**config.mk**
```make
export PLATFORM = sky130hd
export DESIGN_NAME = spike_dispatch
export DESIGN_NICKNAME = d
export VERILOG_FILES = /design/src/rtl/spike_dispatch.sv
export SDC_FILE = /design/constraint.sdc
export NUM_CORES = 1
export LEC_CHECK = 0
export CORE_ASPECT_RATIO = 1.75
export CORE_MARGIN = 5
export CORE_UTILIZATION = 50
export CTS_CLUSTER_SIZE = 28
export DETAILED_ROUTE_END_ITERATION = 6
export PLACE_DENSITY = 0.74
export SLEW_MARGIN = 20
export SYNTH_ARGS = -nofsm -noshare
export SYNTH_HDL_FRONTEND = slang
export SYNTH_SLANG_ARGS = --single-unit
```
**constraint.sdc**
```tcl
create_clock -name CLOCK_50 -period 3.4 [get_ports CLOCK_50]
set_input_delay 1.02 -clock CLOCK_50 [delete_from_list [all_inputs] [get_ports CLOCK_50]]
set_output_delay 1.02 -clock CLOCK_50 [all_outputs]
set_load 0.02 [all_outputs]
```
**src/rtl/spike_dispatch.sv**
```systemverilog
// Spike vector dispatcher: latches a 64-bit spike vector and emits one address per set bit,
// lowest index first, over a valid/ready handshake. Optional macro: SPIKE_DISPATCH_COUNT_EN.
module spike_dispatch #(
  parameter int unsigned OUT_ADDR_W = 8,
  parameter int unsigned ADDR_BASE  = 0,
  parameter int unsigned TS_W       = 16
) (
  input  logic                  CLOCK_50,
  input  logic                  rst,
  input  logic [31:0]           spike_0_in,
  input  logic [31:0]           spike_1_in,
  input  logic                  start,
  output logic                  evt_valid,
  output logic [OUT_ADDR_W-1:0] evt_addr,
  input  logic                  evt_ready,
  output logic                  busy,
  output logic                  done,
  output logic [TS_W-1:0]       timestep,
  output logic                  overrun,
  output logic [6:0]            evt_count
);

  localparam logic [1:0] StIdle = 2'd0;
  localparam logic [1:0] StScan = 2'd1;
  localparam logic [1:0] StDone = 2'd2;

  logic [1:0]      state_q, state_d;
  logic [63:0]     shadow_q, shadow_d;
  logic [TS_W-1:0] ts_q, ts_d;
  logic            ovr_q, ovr_d;
  logic [63:0]     shadow_clr;
  logic [5:0]      low_idx;
  logic            accept, xfer;

  assign accept     = (state_q == StIdle) && start;
  assign xfer       = (state_q == StScan) && evt_ready;
  // Clearing the lowest set bit keeps the ascending emission order without an index compare.
  assign shadow_clr = shadow_q & (shadow_q - 64'd1);

  always_comb begin
    low_idx = '0;
    for (int i = 63; i >= 0; i--) begin
      if (shadow_q[i]) low_idx = 6'(i);
    end
  end

  always_comb begin
    state_d  = state_q;
    shadow_d = shadow_q;
    ts_d     = ts_q;
    ovr_d    = ovr_q;
    case (state_q)
      StIdle: begin
        if (start) begin
          shadow_d = {spike_1_in, spike_0_in};
          state_d  = (|{spike_1_in, spike_0_in}) ? StScan : StDone;
        end
      end
      StScan: begin
        if (start) ovr_d = 1'b1;
        if (evt_ready) begin
          shadow_d = shadow_clr;
          if (shadow_clr == 64'd0) state_d = StDone;
        end
      end
      StDone: begin
        if (start) ovr_d = 1'b1;
        ts_d    = ts_q + 1'b1;
        state_d = StIdle;
      end
      default: state_d = StIdle;
    endcase
  end

  always_ff @(posedge CLOCK_50) begin
    if (rst) begin
      state_q  <= StIdle;
      shadow_q <= '0;
      ts_q     <= '0;
      ovr_q    <= 1'b0;
    end else begin
      state_q  <= state_d;
      shadow_q <= shadow_d;
      ts_q     <= ts_d;
      ovr_q    <= ovr_d;
    end
  end

`ifdef SPIKE_DISPATCH_COUNT_EN
  logic [6:0] cnt_q, cnt_d;

  always_comb begin
    cnt_d = cnt_q;
    if (accept) begin
      cnt_d = '0;
    end else if (xfer) begin
      cnt_d = cnt_q + 7'd1;
    end
  end

  always_ff @(posedge CLOCK_50) begin
    if (rst) begin
      cnt_q <= '0;
    end else begin
      cnt_q <= cnt_d;
    end
  end

  assign evt_count = cnt_q;
`else
  assign evt_count = 7'd0;
`endif

  assign evt_valid = (state_q == StScan);
  assign busy      = (state_q == StScan);
  assign done      = (state_q == StDone);
  assign timestep  = ts_q;
  assign overrun   = ovr_q;
  // Gated to zero outside SCAN so reset and idle show address 0 regardless of ADDR_BASE.
  assign evt_addr  = (state_q == StScan) ? OUT_ADDR_W'(ADDR_BASE + 32'(low_idx)) : '0;

endmodule

```
==> out/results.tsv <==
stage	metric	value	unit
cts	clock sinks	83	
status	run status	complete, but fails checks	
worst_setup_path	worst r2r dst	state_q[1]$_SDFFE_PP0P_	
detailed_routing	drt initial violations	623	
cts	CTS H-tree depth	3	
global_routing	GRT Overall Usage	0.347	
final_timing	final setup fails	2	
placed_design	DP Cell Count	1065	
final_timing	final tally of max-slew violations	0	
worst_setup_path	buffers and inverters on the worst path	1	
worst_setup_path	reg2reg setup slack	0.09	ns
floorplan	chip area	0.0131	mm^2
final_timing	Max-slew headroom	0.605	
detailed_routing	post-DR wirelength/cell	21.0	um
layout	layout cells sized above 1	0.228	
final_timing	final setup margin	-0.101	ns
final_timing	clk_skew	0.00761	ns
logic_synthesis	Synth flops	83	
worst_setup_path	critical path type	flip-flop to output pin	
status	failing checks	setup timing	
worst_setup_path	CP peak stage delay	0.44	ns
cts	clk_lat worst skew	0.34	ns
registers in the layout (all words and copies together), names as in the netlist:
register	cells
state_q	2
overrun	1
timestep	16
shadow_q	64
cell type report:
class,instances,share of cell area
timing repair buffer,235,0.261
tap,130,0.0208
multi-input combinational,606,0.458
sequential,83,0.213
inverter,17,0.00815
clock buffer,11,0.0323
clock inverter,5,0.00783
tightest hold or removal path: stages, from the launching register on:
cell and delay, ns:
dfxtp_1 0.33, a21oi_1 0.04, nor2_1 0.07
where the power goes:
part           leakage [nW]  switching (mW)  internal [mW]
logic                  2.30            3.11           2.60
registers             0.681           0.389           1.26
clock network         0.156           0.424          0.612
total                  3.13            3.93           4.48
worst min-delay path by stage:
stage	slack, ns	endpoint	startpoint
final	0.47	overrun$_SDFFE_PP0P_	overrun$_SDFFE_PP0P_
after global routing	0.54	state_q[0]$_SDFFE_PP0P_	state_q[0]$_SDFFE_PP0P_
after CTS	0.47	overrun$_SDFFE_PP0P_	overrun$_SDFFE_PP0P_
after detailed placement	0.46	overrun$_SDFFE_PP0P_	overrun$_SDFFE_PP0P_
after global placement	0.45	overrun$_SDFFE_PP0P_	overrun$_SDFFE_PP0P_
after floorplan	0.47	state_q[0]$_SDFFE_PP0P_	state_q[0]$_SDFFE_PP0P_
metrics by stage:
step           setup WS (ns)   util  total power, mW
3_3_place_gp          -0.324  0.684             6.76
2_1_floorplan          0.272      -             4.46
6_report              -0.101  0.732             8.40
3_5_place_dp          -0.418  0.684             6.87
5_1_grt               -0.275  0.732             8.89
4_1_cts               -0.191  0.716             7.99
layer usage:
metal / vias to the layer above / GRT usage / share of wire
met2: 390 / 0.626 / 0.53
met3: 112 / 0.0524 / 0.062
li1: 3138 / - / -
met4: 0 / 0.232 / 0.072
met1: 3203 / 0.352 / 0.33
met5: - / 0 / 0
cells by family (layout without fill, tap and decap cells):
kind of cell / Yosys count / count (layout) / share of synthesized area
flops: 83 / 83 / 0.306
xor+xnor: 12 / 12 / 0.0194
mux: 2 / 2 / 0.00369
other cells: 1 / 9 / 0.000692
simple gates: 346 / 346 / 0.314
fa+ha+maj: 5 / 5 / 0.0111
buf+inv: 77 / 268 / 0.0685
compound gates: 232 / 232 / 0.277
cell usage in the layout, fill, tap and decap left out, types with 5 or more instances in the layout:
master,n
nor3_1,20
clkdlybuf4s50_1,86
nor4_4,5
clkbuf_16,9
nand4_1,15
o31ai_1,5
conb_1,9
nor4_2,5
nand3_1,15
buf_4,136
xor2_1,10
inv_1,16
nor4_1,26
nand2_1,107
nor2_1,109
o21ai_0,61
and3_1,6
a21oi_1,47
or3_1,7
a22oi_1,48
buf_6,5
o21a_1,7
a21oi_2,6
dfxtp_1,79
timing repair:
item / CTS / global route
buffers inserted: 0 / 6
resized: 34 / 40
pin swaps: 4 / 24
cloned: 0 / 0
setup endpoints to repair: 7 / 7
final_placement.png
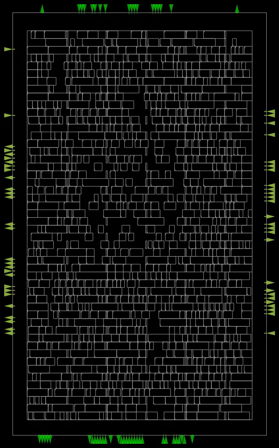
row count: 50
Tapcells: 130
Final Core Density: 0.732
# fillers: 845

pins.png
Scale: 4 px per um. Pins as bars across the die edge, other pins in grey.
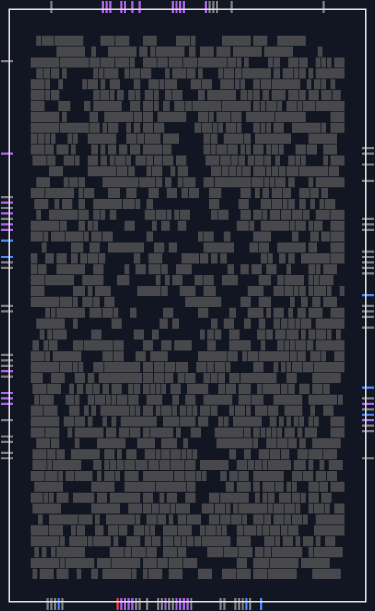
legend:
  blue:
    port: `evt_addr`
    pins: 8
    direction: output
    edge: 3 south, 3 east, 2 west
  red:
    port: `overrun`
    pins: 1
    direction: output
    edge: south
  purple:
    port: `spike_1_in`
    pins: 32
    direction: input
    edge: 12 north, 9 west, 9 south, 2 east
all pins by edge: 31 south, 28 west, 26 east, 18 north
Die Width: 88.7 um
port bufs: 93
DIE HEIGHT: 148 um

port_nets.png
Scale: 2 px per um.
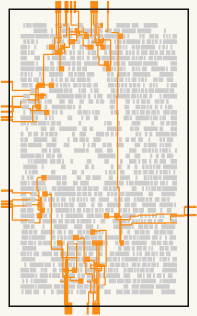
legend:
  orange:
    port: `spike_1_in`
    bits: 32
    direction: input
    end_cells: 42
    buffers: 32
    wire: 1210 um
I/O pins: 103

met2.png
Scale: 4 px per um.
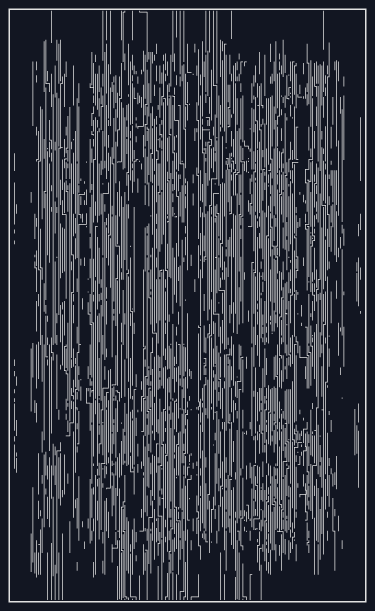
main direction: vertical
longest straight run: 62.6 um
share of all routed wire: 53%
GR Util met2: 0.626
routed via count: 6843

metal_stack.png
Scale: 2 px per um. Only two layers are drawn.
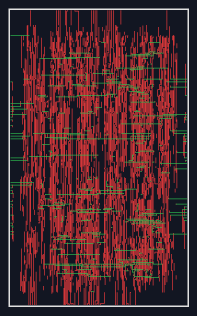
legend:
  red:
    layer: met2
    wire_length: 12100 um
  green:
    layer: met3
    wire_length: 1430 um

Power and IR drop assume default switching activity.
